`src/rtl/ram_io_if.sv`:
```
// CPU-side request/response bus of ram_io.
// master = CPU (drives requests), slave = ram_io (drives results/status).
interface ram_io_if #(
  parameter int ADDRESS_BITWIDTH = 32
);
  logic                        enable;
  logic [ADDRESS_BITWIDTH-1:0] address;
  logic [2:0]                  read_type;
  logic [1:0]                  write_type;
  logic [31:0]                 data_in;
  logic [31:0]                 data_out;
  logic                        data_out_ready;
  logic                        busy;
  logic                        fault;

  modport master (
    output enable, address, read_type, write_type, data_in,
    input  data_out, data_out_ready, busy, fault
  );

  modport slave (
    input  enable, address, read_type, write_type, data_in,
    output data_out, data_out_ready, busy, fault
  );
endinterface

```
`src/rtl/ram_io.sv`:
```
// CPU front end for the cache: turns byte/half/word loads and stores into
// aligned 32-bit cache accesses with lane masks, extends load data, waits out
// misses, and owns one byte-wide memory-mapped LED register.
module ram_io #(
  parameter int                          ADDRESS_BITWIDTH = 32,
  parameter int                          LED_BITWIDTH     = 4,
  parameter logic [ADDRESS_BITWIDTH-1:0] LED_ADDRESS      = {ADDRESS_BITWIDTH{1'b1}}
) (
  input  logic                    clk,
  input  logic                    rst,
  ram_io_if.slave                 cpu,
  output logic [LED_BITWIDTH-1:0] led,
  output logic [31:0]             cache_address,
  output logic [31:0]             cache_data_in,
  output logic [3:0]              cache_write_enable,
  input  logic [31:0]             cache_data_out,
  input  logic                    cache_data_out_ready
);

  typedef enum logic {IDLE, WAIT_CACHE} state_t;

  // access size shares the low two bits of read_type and write_type
  localparam logic [1:0] SZ_BYTE = 2'b01;
  localparam logic [1:0] SZ_HALF = 2'b10;
  localparam logic [1:0] SZ_WORD = 2'b11;

  state_t      state_q, state_d;
  logic        settle_q;     // first WAIT_CACHE cycle: cache has not seen our address yet
  logic [1:0]  lane_q;
  logic [2:0]  rtype_q;
  logic        is_load_q;
  logic [31:0] data_out_q;
  logic        data_out_ready_q;
  logic        fault_q;

  logic        accept, is_load, is_store, led_hit, illegal, done;
  logic [1:0]  size;
  logic [31:0] shifted, load_val;

  // request decode and legality
  always_comb begin
    accept   = cpu.enable && (state_q == IDLE);
    is_load  = cpu.read_type != 3'b000;
    is_store = cpu.write_type != 2'b00;
    size     = is_load ? cpu.read_type[1:0] : cpu.write_type;
    led_hit  = cpu.address == LED_ADDRESS;
    illegal  = (is_load == is_store)
            || (cpu.read_type == 3'b100) || (cpu.read_type == 3'b111)
            || ((size == SZ_HALF) && cpu.address[0])
            || ((size == SZ_WORD) && (cpu.address[1:0] != 2'b00))
            || (led_hit && (size != SZ_BYTE));
    done     = (state_q == WAIT_CACHE) && !settle_q && cache_data_out_ready;
  end

  // load lane extraction and sign/zero extension
  always_comb begin
    shifted = cache_data_out >> {lane_q, 3'b000};
    case (rtype_q[1:0])
      SZ_BYTE: load_val = rtype_q[2] ? {24'h0, shifted[7:0]}
                                     : {{24{shifted[7]}}, shifted[7:0]};
      SZ_HALF: load_val = rtype_q[2] ? {16'h0, shifted[15:0]}
                                     : {{16{shifted[15]}}, shifted[15:0]};
      default: load_val = shifted;
    endcase
  end

  // state register
  always_ff @(posedge clk or posedge rst) begin
    if (rst) state_q <= IDLE;
    else     state_q <= state_d;
  end

  // next state: only legal non-LED requests go to the cache
  always_comb begin
    state_d = state_q;
    case (state_q)
      IDLE:       if (accept && !illegal && !led_hit) state_d = WAIT_CACHE;
      WAIT_CACHE: if (done) state_d = IDLE;
      default:    state_d = IDLE;
    endcase
  end

  // datapath: request capture, cache drive, completion and LED register
  always_ff @(posedge clk or posedge rst) begin
    if (rst) begin
      settle_q           <= 1'b0;
      lane_q             <= 2'b00;
      rtype_q            <= 3'b000;
      is_load_q          <= 1'b0;
      data_out_q         <= 32'h0;
      data_out_ready_q   <= 1'b0;
      fault_q            <= 1'b0;
      led                <= '0;
      cache_address      <= 32'h0;
      cache_data_in      <= 32'h0;
      cache_write_enable <= 4'b0000;
    end else begin
      data_out_ready_q <= 1'b0;
      settle_q         <= 1'b0;
      if (accept) begin
        if (illegal) begin
          fault_q          <= 1'b1;
          data_out_q       <= 32'h0;
          data_out_ready_q <= 1'b1;
        end else if (led_hit) begin
          if (is_store) led        <= cpu.data_in[LED_BITWIDTH-1:0];
          else          data_out_q <= 32'(led);
          data_out_ready_q <= 1'b1;
        end else begin
          cache_address <= 32'({cpu.address[ADDRESS_BITWIDTH-1:2], 2'b00});
          lane_q        <= cpu.address[1:0];
          rtype_q       <= cpu.read_type;
          is_load_q     <= is_load;
          settle_q      <= 1'b1;
          if (is_store) begin
            case (size)
              SZ_BYTE: cache_write_enable <= 4'b0001 << cpu.address[1:0];
              SZ_HALF: cache_write_enable <= 4'b0011 << cpu.address[1:0];
              default: cache_write_enable <= 4'b1111;
            endcase
            cache_data_in <= cpu.data_in << {cpu.address[1:0], 3'b000};
          end
        end
      end
      if (done) begin
        if (is_load_q) data_out_q <= load_val;
        data_out_ready_q   <= 1'b1;
        cache_write_enable <= 4'b0000;
      end
    end
  end

  assign cpu.data_out       = data_out_q;
  assign cpu.data_out_ready = data_out_ready_q;
  assign cpu.busy           = (state_q == WAIT_CACHE);
  assign cpu.fault          = fault_q;

endmodule

```
`src/flat_wrapper.sv`:
```
// flat-port wrapper written by rule: the top's interface ports become plain ports
module ram_io_flat 
#(
  parameter int                          ADDRESS_BITWIDTH = 32,
  parameter int                          LED_BITWIDTH     = 4,
  parameter logic [ADDRESS_BITWIDTH-1:0] LED_ADDRESS      = {ADDRESS_BITWIDTH{1'b1}}
)
  (clk, rst, led, cache_address, cache_data_in, cache_write_enable, cache_data_out, cache_data_out_ready, cpu_enable, cpu_address, cpu_read_type, cpu_write_type, cpu_data_in, cpu_data_out, cpu_data_out_ready, cpu_busy, cpu_fault);
  ram_io_if #(.ADDRESS_BITWIDTH(ADDRESS_BITWIDTH)) cpu_i ();
  input  logic clk;
  input  logic rst;
  output logic [LED_BITWIDTH-1:0] led;
  output logic [31:0] cache_address;
  output logic [31:0] cache_data_in;
  output logic [3:0] cache_write_enable;
  input  logic [31:0] cache_data_out;
  input  logic cache_data_out_ready;
  input wire logic [$bits(cpu_i.enable)-1:0] cpu_enable;
  input wire logic [$bits(cpu_i.address)-1:0] cpu_address;
  input wire logic [$bits(cpu_i.read_type)-1:0] cpu_read_type;
  input wire logic [$bits(cpu_i.write_type)-1:0] cpu_write_type;
  input wire logic [$bits(cpu_i.data_in)-1:0] cpu_data_in;
  output wire logic [$bits(cpu_i.data_out)-1:0] cpu_data_out;
  output wire logic [$bits(cpu_i.data_out_ready)-1:0] cpu_data_out_ready;
  output wire logic [$bits(cpu_i.busy)-1:0] cpu_busy;
  output wire logic [$bits(cpu_i.fault)-1:0] cpu_fault;
  assign cpu_i.enable = cpu_enable;
  assign cpu_i.address = cpu_address;
  assign cpu_i.read_type = cpu_read_type;
  assign cpu_i.write_type = cpu_write_type;
  assign cpu_i.data_in = cpu_data_in;
  assign cpu_data_out = cpu_i.data_out;
  assign cpu_data_out_ready = cpu_i.data_out_ready;
  assign cpu_busy = cpu_i.busy;
  assign cpu_fault = cpu_i.fault;
  ram_io #(.ADDRESS_BITWIDTH(ADDRESS_BITWIDTH), .LED_BITWIDTH(LED_BITWIDTH), .LED_ADDRESS(LED_ADDRESS)) u_core (.clk(clk), .rst(rst), .cpu(cpu_i), .led(led), .cache_address(cache_address), .cache_data_in(cache_data_in), .cache_write_enable(cache_write_enable), .cache_data_out(cache_data_out), .cache_data_out_ready(cache_data_out_ready));
endmodule
```
`config.mk`:
```
export PLATFORM = sky130hd
export DESIGN_NAME = ram_io_flat
export DESIGN_NICKNAME = d
export VERILOG_FILES = /design/src/rtl/ram_io_if.sv /design/src/rtl/ram_io.sv /design/src/flat_wrapper.sv
export SDC_FILE = /design/constraint.sdc
export NUM_CORES = 1
export LEC_CHECK = 0
export CAP_MARGIN = 30
export CELL_PAD_IN_SITES_DETAIL_PLACEMENT = 1
export CELL_PAD_IN_SITES_GLOBAL_PLACEMENT = 1
export CORE_ASPECT_RATIO = 0.7
export CORE_UTILIZATION = 34
export DETAILED_ROUTE_END_ITERATION = 7
export PLACE_DENSITY_LB_ADDON = 0.1
export SKIP_CTS_REPAIR_TIMING = 1
export SLEW_MARGIN = 10
export SYNTH_ARGS = -nofsm -noshare
export SYNTH_HDL_FRONTEND = slang
export SYNTH_SLANG_ARGS = --single-unit
```
`constraint.sdc`:
```
create_clock -name clk -period 4.4 [get_ports clk]
set_input_delay 0.88 -clock clk [delete_from_list [all_inputs] [get_ports clk]]
set_output_delay 0.88 -clock clk [all_outputs]
set_load 0.03 [all_outputs]
```
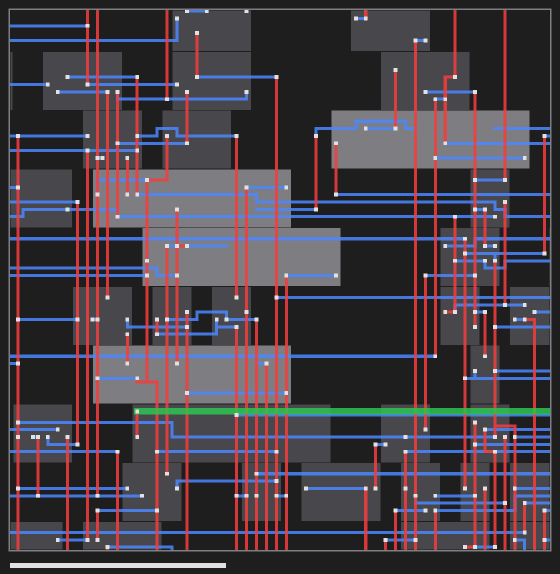
Figure 1: layout detail.
The bar under the picture is 10 um long. Window x 27 to 52, y 15 to 40 um. Cells in grey, sequential cells in the stronger grey; small squares are vias.
layer	colour
metal 2	red
metal 1	blue
metal 3	green
most frequent	mux2i_1 (5), o21ai_0 (5)
sequential cells in the window	4
cells with their middle in the window	30
netlist names of flops here include	u_core.cache_data_in (4)

==> run notes <==
The run has ended; figures from its reports follow.

Synthesis produced a netlist whose cell count is between 500 and 600. The distinct cell type count of the synthesized netlist came out at approximately 45. The non-clock buffer instance count of the final layout is between 200 and 250. The total number of nets in the final design came out at between 800 and 900. Detailed placement finished with a half-perimeter wire length of approximately 14 mm.

The TritonCTS clock tree is built. The number of placed instances with taps included came out at ~900. Setup repair after global routing left no endpoint under its margin.

The buffer share of cell area is 0.2658. The post-synthesis sequential area ratio is 0.4933. Of the total synthesized cell area, the portion taken by AND, OR, NAND and NOR gates is 0.08522. The buffer levels on the longest clock path came out at 2.

Per the CTS log, the root buffer master is sky130_fd_sc_hd__clkbuf_16. The starting density of the core came out at 0.3476. The xor/xnor cell area share of the yosys netlist came out at 0.001542. The number of remaining DRC errors came out at 0.

The first global-routing pass estimated around 29 mm of wire. The worst min-delay path category is reg -> reg. The die height is 110.2 um. Yosys reports the multiplexer fraction of the synthesized area as 0.1922. The library cells used most frequently in the layout, excluding fill and tap cells, are 207 x sky130_fd_sc_hd__clkdlybuf4s50_1, 112 x sky130_fd_sc_hd__dfrtp_1, 63 x sky130_fd_sc_hd__mux2_2. The number of buffer cells added on primary ports came out at 209. The fraction of registers with async set or reset after synthesis came out at 1.000. The synthesis warning total came out at 0. The sequential standard cell area is 2803 um2.

The critical path endpoint category is a flop. The total of max-cap violations is 0. Yosys reports a chip area of 5682 um2. The routed design uses 7.921 mm of met2 wire. The area added between synthesis and finish came out at 44.66%. The global routing report lists combined usage of all routing layers as 0.2218. The post-synth design cell area came out at 5682 um2. The sum of negative setup slack came out at 0 ns.

The run finished with clean final reports. The clock transition time at the flip-flop clock pins of the worst setup and hold paths came out at approximately 0.07 ns. The most used flip-flop cell after synthesis is sky130_fd_sc_hd__dfrtp_1. The slew at the pin closest to its max-slew limit came out at 0.8659 ns.

The final period utilization came out at 0.7895. The number of antenna violations at the first check in global routing is 0. The sequential portion of the cell area is 0.3410. The peak supply drop came out at between 0.0002 and 0.0003 V.

The flop count came out at 112. The total number of vias is ~4,800.
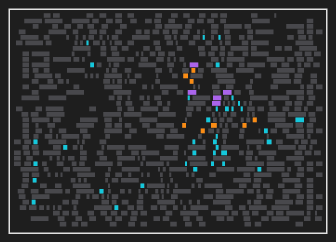
Figure 2: logic cells by family.
family	colour	cells
adder and majority cells	purple	5
NOR gates	cyan	36
AND and OR gates	orange	8
proportion of cell area occupied by multi-input gates: 0.3206
leading cell type in the layout, fill and taps excluded: sky130_fd_sc_hd__clkdlybuf4s50_1

[flip-flops by register name (all words and copies together) (netlist names), 2 cells and up]
signal / cells
u_core.led: 4
u_core.cache_write_enable: 4
u_core.rtype_q: 3
u_core.cpu.data_out: 32
u_core.cache_address: 30
u_core.lane_q: 2
u_core.cache_data_in: 32
[power by group]
| part | internal (mW) | switching, mW | total [mW] |
|---|---|---|---|
| Combinational | 1.23 | 1.59 | 2.82 |
| Sequential | 1.43 | 0.287 | 1.71 |
| Clock | 0.404 | 0.398 | 0.802 |
[through the flow]
stage	power, mW	area, um2
floorplan	3.349	5685
global placement	4.488	7933
detailed placement	4.557	7940
CTS	5.391	8219
global route	5.639	8219
finish	5.333	8219
[path summary, 6_finish.rpt]
check	start	to	slack, ns
worst max-delay path	cpu_read_type[0]	u_core.cache_data_in[31]$_DFFE_PP0P_	0.93
worst min-delay path	u_core.cpu.fault$_DFFE_PP0P_	u_core.cpu.fault$_DFFE_PP0P_	0.47
worst max register to register	u_core.lane_q[1]$_DFFE_PP0P_	u_core.cpu.data_out[16]$_DFF_PP0_	1.77
worst min register to register	u_core.cpu.fault$_DFFE_PP0P_	u_core.cpu.fault$_DFFE_PP0P_	0.47
max in group asynchronous	rst	u_core.cache_data_in[18]$_DFFE_PP0P_	2.66
min in group asynchronous	rst	u_core.cache_address[26]$_DFFE_PP0P_	0.95
[synthesized netlist by cell type (all sizes together), types with 9 or more instances]
cell / number / share of area
a21oi: 41 / 0.043
buf: 22 / 0.025
clkbuf: 20 / 0.013
dfrtp: 112 / 0.49
inv: 9 / 0.0059
mux2: 63 / 0.12
mux2i: 36 / 0.063
nand2: 33 / 0.023
nand4: 10 / 0.011
nor2: 11 / 0.0073
nor2b: 13 / 0.014
o211ai: 9 / 0.012
o21ai: 44 / 0.039
o2bb2ai: 28 / 0.043
Power is estimated from default activity; no workload was simulated.
